**Run 1: cells coloured by class**

Drawn at 6 px/µm. Fill, decap, tap and diode cells in grey.
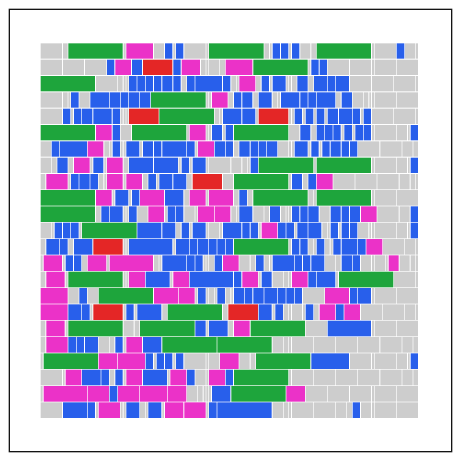
**Run 1: supply network**

Drawn at 4 px/µm. Pins as bars on the die edge.
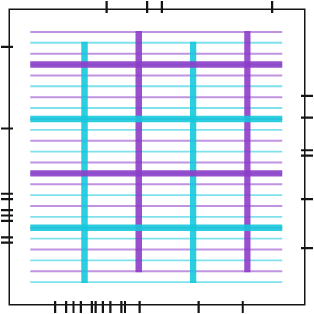
**Run 1: sequential cells coloured by netlist name**

Drawn at 6 px/µm. Other sequential cells in the stronger grey, the rest of the logic in the fainter grey.
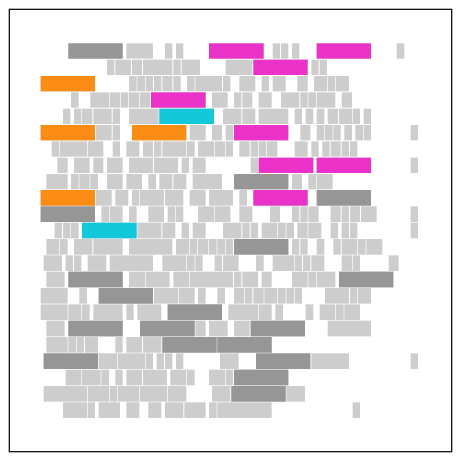
`config.mk`:
```
export PLATFORM = sky130hd
export DESIGN_NAME = phy_rx_sync_ctrl
export DESIGN_NICKNAME = d
export VERILOG_FILES = /design/src/rtl/phy_rx_sync_ctrl.sv
export SDC_FILE = /design/constraint.sdc
export NUM_CORES = 1
export LEC_CHECK = 0
export ABC_AREA = 1
export ABC_CLOCK_PERIOD_IN_PS = 1500
export CAP_MARGIN = 20
export CORE_MARGIN = 5
export CORE_UTILIZATION = 48
export DETAILED_ROUTE_END_ITERATION = 7
export PLACE_DENSITY_LB_ADDON = 0.25
export SYNTH_ARGS = -nofsm -noshare
export SYNTH_HDL_FRONTEND = slang
export SYNTH_SLANG_ARGS = --single-unit
```
`constraint.sdc`:
```
create_clock -name clk_4f -period 1.5 [get_ports clk_4f]
set_clock_uncertainty 0.1 [all_clocks]
set_input_delay 0.3 -clock clk_4f [delete_from_list [all_inputs] [get_ports clk_4f]]
set_output_delay 0.3 -clock clk_4f [all_outputs]
set_load 0.005 [all_outputs]
```
`src/rtl/phy_rx_sync_ctrl.sv`:
```
// rtl/phy_rx_sync_ctrl.sv - PHY RX comma-based link synchronization controller
//
// Purpose: acquires byte lock by counting consecutive 8'hBC commas, forwards
// non-comma bytes as data while locked, requests deserializer bit slips while
// searching, and drops lock after a long run of non-comma bytes.
//
// Ports:
//   clk_4f      byte clock, all state on the rising edge
//   rst_L       asynchronous active-low reset
//   sync_en     acquisition enable; low forces SEARCH
//   sp_in       deserialized byte, valid every cycle
//   data_out    registered forwarded data byte
//   valid_out   registered data-valid qualifier for data_out
//   active      link locked (state == ACTIVE)
//   bit_slip    registered one-cycle slip request
//   sync_state  SEARCH=0, CHECK=1, ACTIVE=2
//   lol_cnt     saturating loss-of-lock count
//
// Build option: define SYNC_LOL_CNT_EN to build the loss-of-lock counter;
// otherwise lol_cnt is tied to zero.

module phy_rx_sync_ctrl #(
    parameter int LOCK_COUNT = 4,
    parameter int SLIP_WAIT  = 16,
    parameter int LOS_LIMIT  = 64
) (
    input  logic       clk_4f,
    input  logic       rst_L,
    input  logic       sync_en,
    input  logic [7:0] sp_in,
    output logic [7:0] data_out,
    output logic       valid_out,
    output logic       active,
    output logic       bit_slip,
    output logic [1:0] sync_state,
    output logic [7:0] lol_cnt
);

    typedef enum logic [1:0] {
        SEARCH = 2'd0,
        CHECK  = 2'd1,
        ACTIVE = 2'd2
    } state_t;

    localparam logic [7:0] COMMA     = 8'hBC;
    localparam logic [3:0] LOCK_LAST = 4'(LOCK_COUNT - 1);
    localparam logic [7:0] SLIP_LAST = 8'(SLIP_WAIT - 1);
    localparam logic [7:0] LOS_LAST  = 8'(LOS_LIMIT - 1);

    state_t     state_q, state_d;
    logic [3:0] bc_cnt_q, bc_cnt_d;
    logic [7:0] wait_cnt_q, wait_cnt_d;
    logic [7:0] los_cnt_q, los_cnt_d;
    logic [7:0] data_q, data_d;
    logic       valid_q, valid_d;
    logic       slip_q, slip_d;
    logic       lol_inc;
    logic       is_comma;

    assign is_comma = (sp_in == COMMA);

    always_comb begin
        state_d    = state_q;
        bc_cnt_d   = bc_cnt_q;
        wait_cnt_d = wait_cnt_q;
        los_cnt_d  = los_cnt_q;
        data_d     = data_q;
        valid_d    = 1'b0;
        slip_d     = 1'b0;
        lol_inc    = 1'b0;

        if (!sync_en) begin
            state_d    = SEARCH;
            bc_cnt_d   = 4'd0;
            wait_cnt_d = 8'd0;
            los_cnt_d  = 8'd0;
        end else begin
            case (state_q)
                SEARCH: begin
                    if (is_comma) begin
                        // A comma in the slip cycle wins: no slip is issued.
                        wait_cnt_d = 8'd0;
                        if (LOCK_COUNT == 1) begin
                            state_d   = ACTIVE;
                            bc_cnt_d  = 4'd0;
                            los_cnt_d = 8'd0;
                        end else begin
                            state_d  = CHECK;
                            bc_cnt_d = 4'd1;
                        end
                    end else if (wait_cnt_q == SLIP_LAST) begin
                        slip_d     = 1'b1;
                        wait_cnt_d = 8'd0;
                    end else begin
                        wait_cnt_d = wait_cnt_q + 8'd1;
                    end
                end
                CHECK: begin
                    if (is_comma) begin
                        if (bc_cnt_q == LOCK_LAST) begin
                            state_d   = ACTIVE;
                            bc_cnt_d  = 4'd0;
                            los_cnt_d = 8'd0;
                        end else begin
                            bc_cnt_d = bc_cnt_q + 4'd1;
                        end
                    end else begin
                        state_d    = SEARCH;
                        bc_cnt_d   = 4'd0;
                        wait_cnt_d = 8'd0;
                    end
                end
                ACTIVE: begin
                    if (is_comma) begin
                        los_cnt_d = 8'd0;
                    end else if (los_cnt_q == LOS_LAST) begin
                        // The byte that declares loss of sync is discarded.
                        state_d    = SEARCH;
                        los_cnt_d  = 8'd0;
                        wait_cnt_d = 8'd0;
                        bc_cnt_d   = 4'd0;
                        lol_inc    = 1'b1;
                    end else begin
                        data_d    = sp_in;
                        valid_d   = 1'b1;
                        los_cnt_d = los_cnt_q + 8'd1;
                    end
                end
                default: begin
                    state_d    = SEARCH;
                    bc_cnt_d   = 4'd0;
                    wait_cnt_d = 8'd0;
                    los_cnt_d  = 8'd0;
                end
            endcase
        end
    end

    always_ff @(posedge clk_4f or negedge rst_L) begin
        if (!rst_L) begin
            state_q    <= SEARCH;
            bc_cnt_q   <= 4'd0;
            wait_cnt_q <= 8'd0;
            los_cnt_q  <= 8'd0;
            data_q     <= 8'd0;
            valid_q    <= 1'b0;
            slip_q     <= 1'b0;
        end else begin
            state_q    <= state_d;
            bc_cnt_q   <= bc_cnt_d;
            wait_cnt_q <= wait_cnt_d;
            los_cnt_q  <= los_cnt_d;
            data_q     <= data_d;
            valid_q    <= valid_d;
            slip_q     <= slip_d;
        end
    end

`ifdef SYNC_LOL_CNT_EN
    logic [7:0] lol_q, lol_d;

    always_comb begin
        lol_d = lol_q;
        if (lol_inc && (lol_q != 8'hFF)) begin
            lol_d = lol_q + 8'd1;
        end
    end

    always_ff @(posedge clk_4f or negedge rst_L) begin
        if (!rst_L) begin
            lol_q <= 8'd0;
        end else begin
            lol_q <= lol_d;
        end
    end

    assign lol_cnt = lol_q;
`else
    logic unused_lol_inc;
    assign unused_lol_inc = lol_inc;
    assign lol_cnt        = 8'h00;
`endif

    assign data_out   = data_q;
    assign valid_out  = valid_q;
    assign bit_slip   = slip_q;
    assign active     = (state_q == ACTIVE);
    assign sync_state = state_q;

endmodule

```
==> run notes, run 1 <==
The following summarizes the physical implementation.

Run status
The flow ran to the end, and the final reports show no timing, DRC or antenna violations.

GRT
The global routing stage identified its most utilized layer as met2. The global routing usage on met2 is a little under a third. Entering global routing, the biggest net connects 33 pins. met1 track demand over resource after global routing is 24.87%.

The via count of the first global-routing pass came to 1,754.

Setup path
The worst register-to-register path has a setup slack of 20 ps. According to the timing report, the critical path is launched from los_cnt_q[1]. The path type of the worst setup path is reg2reg. The critical path contains buffers and inverters numbering 0 combined. The critical path data required time is roughly 1600 ps. At the worst endpoint, the arrival time is 1550 ps. The worst register-to-register path has a depth of 8.

Clock tree
The CTS report gives the tree buffer count as 5. The number of hold buffers added after CTS was 0. The deepest clock path buffer count is 2.

After clock tree synthesis, the setup repair step added 3 buffers.

Logic synthesis
The synthesis-stage register bit count is 32. After synthesis, the mean cell area works out to 7.586 µm². The cell area after technology mapping is 1934 µm². By area the synthesized netlist is led by sky130_fd_sc_hd__dfrtp_1 41%, sky130_fd_sc_hd__nand2_1 17%, sky130_fd_sc_hd__nand3_1 5.7%.

The commonest register cell after synthesis is sky130_fd_sc_hd__dfrtp_1. sky130_fd_sc_hd__dfrtp_1 takes more of the synthesized area than any other cell. The number of synthesized flops with an enable pin is 0. The post-synthesis compound-gate area fraction is 5.498%.

STA
The share of the clock period used by the worst path after layout is 98.67%. The final count of negative-setup-slack endpoints is 0. The maximum operating frequency is 0.6757 GHz. The number of slew-limit violations in the final report is 0. The routed design could run at a clock period as short as 1480 ps. The setup total negative slack is 0 ps.

Cells and area
The final layout report lists a non-clock buffer count of 63. Once layout is complete, the utilization of the core stands at 68.71%. The logic area is 1059 µm².

Of all the cell area in the finished design, non-clock buffers hold 20.97%. The number of signal-net inverters in the final layout is 30. The clock network area share is 3.557%. The post-route netlist has 29.10% of its cells at a drive strength greater than 1. In the final layout, the clock buffer count is 7.

Power
The total power after layout is 1.890 mW. The power share of the sequential group is 48.4%. The net switching power is about 470 µW. The power report lists cell-internal power as 1.421 mW.

Place
The HPWL after detailed placement is roughly 3400 µm.

Hold path
Hold analysis shows the worst path with a depth of 3.

Route
The number of search-and-repair iterations in the first detailed-routing pass is 4. The routed design shows a wire length per standard cell of about 13 µm. The length of routed met2 wiring is approximately 2500 µm.
## Picture notes: 'cells coloured by class'
colour	class	cells	share of their area
magenta	remaining buffers and delay cells	63	21%
green	sequential cells	32	30%
red	clock drivers and dummy loads	7	3.6%
blue	combinational and other logic	221	45%
share of cell area taken by flip-flops and latches: 29.56%
core region area: 3943 µm²
cell area after layout: 2709 µm²

## Picture notes: 'supply network'
colour	net
cyan	VSS
purple	VDD
met4 straps	4
rows	23
met5 straps	4
met1 rails	24

## Picture notes: 'sequential cells coloured by netlist name'
colour	signal	sequential cells
magenta	`wait_cnt_q`	8
orange	`bc_cnt_q`	4
cyan	`sync_state`	2
not coloured	18

**Run 1: congestion heat map**

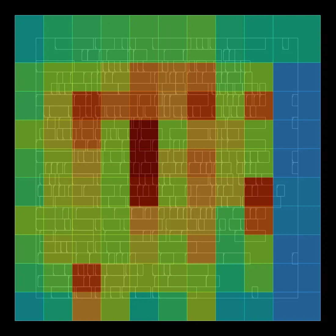

## Run 2: what changed since run 1
CTS_CLUSTER_SIZE = 8   (was unset)
PLACE_DENSITY = 0.87   (was unset)
PLACE_DENSITY_LB_ADDON = unset   (was 0.25)
**Run 2: congestion heat map**

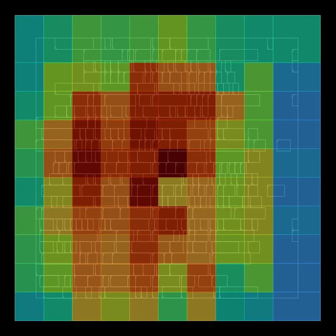
routing layer with the top usage in global route: met2
WL per Instance: 16.50 µm
met1 track demand over resource in global routing: 24.89%
post-layout util: 70.04%

**Run 2: sequential cells coloured by netlist name**

Drawn at 6 px/µm. Other sequential cells in the stronger grey, the rest of the logic in the fainter grey.
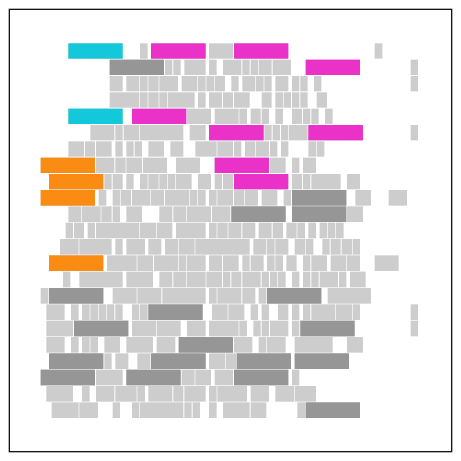
colour	signal	sequential cells
magenta	`wait_cnt_q`	8
orange	`bc_cnt_q`	4
cyan	`sync_state`	2
not coloured	18
share of cell area taken by flip-flops and latches: 29.00%
Reg area: 800.8 µm²
power in sequential cells: 914 µW

==> run notes, run 2 <==
The following summarizes the physical implementation.

Run status
The run finished with clean final reports.

Logic synthesis
Yosys attributes the largest share of cell area to sky130_fd_sc_hd__dfrtp_1 41%, sky130_fd_sc_hd__nand2_1 17%, sky130_fd_sc_hd__nand3_1 5.7%. The largest area contributor in the synthesized netlist is sky130_fd_sc_hd__dfrtp_1. The cell-mix breakdown from Yosys lists the compound-gate area share as between 5 and 6%.

Setup path
The data arrival at the endpoint of the critical path is 1100 ps. Per STA, the startpoint of the critical path is sync_state[0]. For the worst setup path, the data required time is 1100 ps. The path type of the worst setup path is reg2out.

Power
For this design the total switching power over the nets is 500.5 µW. The internal power is 1.391 mW. Summing internal, switching and leakage power gives 1.891 mW.

Cells and area
The count of buffers not belonging to the clock network in the layout is 61. The logic area is 1122 µm². The number of clock buffers in the layout is 8.

Of the cells placed in the final design, the portion with a size suffix greater than 1 is 32.30%. Measured on the final layout, buffering overhead outside the clock network stands at 20.30%.

Route
Wire segments on met2 add up to approximately 3300 µm in the final route. Before antenna repair, the detailed router went through 4 iterations.

Place
In the placement report, post-DP HPWL is listed as 3415 µm.

STA
The setup total negative slack is 0 ps. For the finished layout, the period the worst path requires is 1500 ps. In the final report, the number of pins over their slew limit comes to 0.

Hold path
The worst hold path was traced through 3 stages.

Clock tree
The number of hold buffers added after CTS was 0.

Die
The core footprint is 3943 µm².

GRT
For met2 alone, demand over resource in global routing was 36.81%. The via count of the first global-routing pass came to ~1,900. Entering global routing, the biggest net connects 33 pins.
**Run 2: cells coloured by class**

Drawn at 6 px/µm. Fill, decap, tap and diode cells in grey.
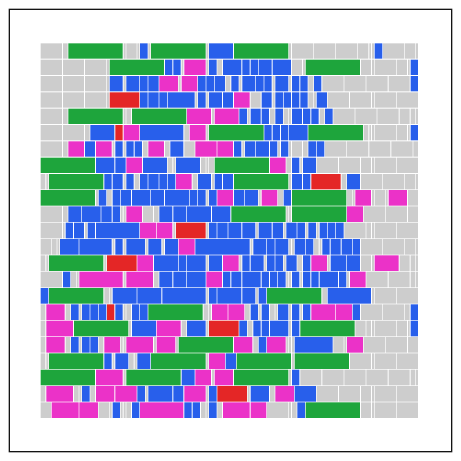

## Run 3: what changed since run 2
MAX_ROUTING_LAYER = met4   (was unset)
PLACE_DENSITY = 0.78   (was 0.87)
**Run 3: cells coloured by class**

Drawn at 6 px/µm. Fill, decap, tap and diode cells in grey.
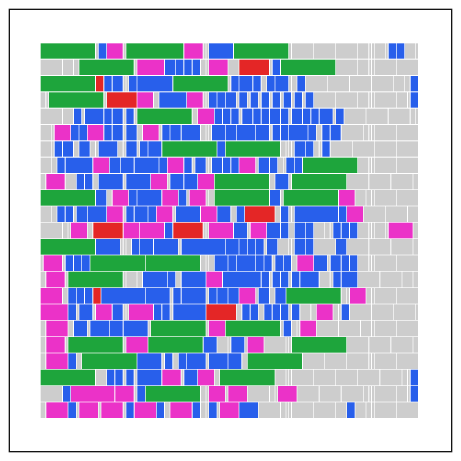
colour	class	cells	share of their area
red	clock drivers and dummy loads	8	3.4%
green	sequential cells	32	30%
blue	combinational and other logic	221	46%
magenta	remaining buffers and delay cells	61	20%
cell area after layout: 2699 µm²
share of cell area taken by flip-flops and latches: 29.72%

**Run 3: congestion heat map**

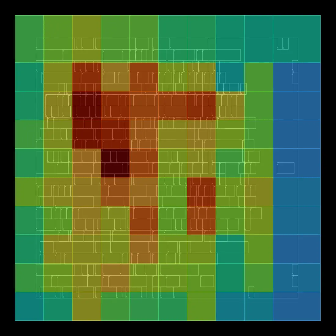
met2 track demand over resource in global routing: 30.51%
overall track demand over capacity in global routing: 19.08%
met1 track demand over resource in global routing: 23.76%

==> run notes, run 3 <==
The following summarizes the physical implementation.

STA
The maximum operating frequency is 0.6383 GHz. Per the finish-stage timing summary, setup violations number 18. The least setup slack across all paths after layout is -66.71 ps. Counting pins that exceed their max-slew limit in the final report gives 0. After routing, the total negative slack on setup checks comes to -577.6 ps. The final period demand of the worst path is 1567 ps.

Clock tree
The clock reaches the later pin of the worst-skew pair after 280 ps. The number of clock buffers inserted by TritonCTS is 5. The number of buffers inserted by post-CTS setup repair is 1. In this run, post-CTS hold repair placed 0 buffers.

Power
The analysis attributes to net switching a power of 480.4 µW. The reported sequential group power is 916 µW. The power share of the sequential group is 48.9%. The internal portion of the total power is approximately 1.4 mW.

The total power after layout is 1.874 mW.

Setup path
The critical path data required time is approximately 1600 ps. The minimum setup slack among reg-to-reg paths is -70 ps. The launch point of the critical path is sync_state[0]. The path type of the worst setup path is reg2reg.

The data arrival time reported for the critical path is 1690 ps. The buffers plus inverters on the worst setup path is 4.

GRT
The via count of the first global-routing pass is between 1,500 and 2,000. met2 is the most crowded layer.

Cells and area
The count of buffers not belonging to the clock network in the layout is 61. The post-layout utilization of the core is 68.45%. In the final layout, non-clock buffers account for 19.66% of the cell area. The clock network area share is 3.338%.

The fraction of final layout cells with drive strength greater than 1 is 29.19%.

Route
The number of search-and-repair iterations in the first detailed-routing pass is 4. Dividing the detail-routed wire length by the instance count gives 13.26 µm.

Logic synthesis
In the post-synthesis netlist, the biggest area contributors are sky130_fd_sc_hd__dfrtp_1 41%, sky130_fd_sc_hd__nand2_1 17%, sky130_fd_sc_hd__nand3_1 5.7%. In this run, synthesis inferred 0 flip-flops with an integrated enable. The largest area contributor in the synthesized netlist is sky130_fd_sc_hd__dfrtp_1. After synthesis, the mean cell area works out to 7.586 µm². The commonest register cell after synthesis is sky130_fd_sc_hd__dfrtp_1.

Place
The HPWL after detailed placement is between 3000 and 4000 µm.

Die
In this run the standard cell core region covers between 3000 and 4000 µm².

Run status
The flow ran to the end, but the final reports show violations. The final reports fail on negative setup slack.
Power figures rest on the tool's default switching activity, not on a simulated workload.
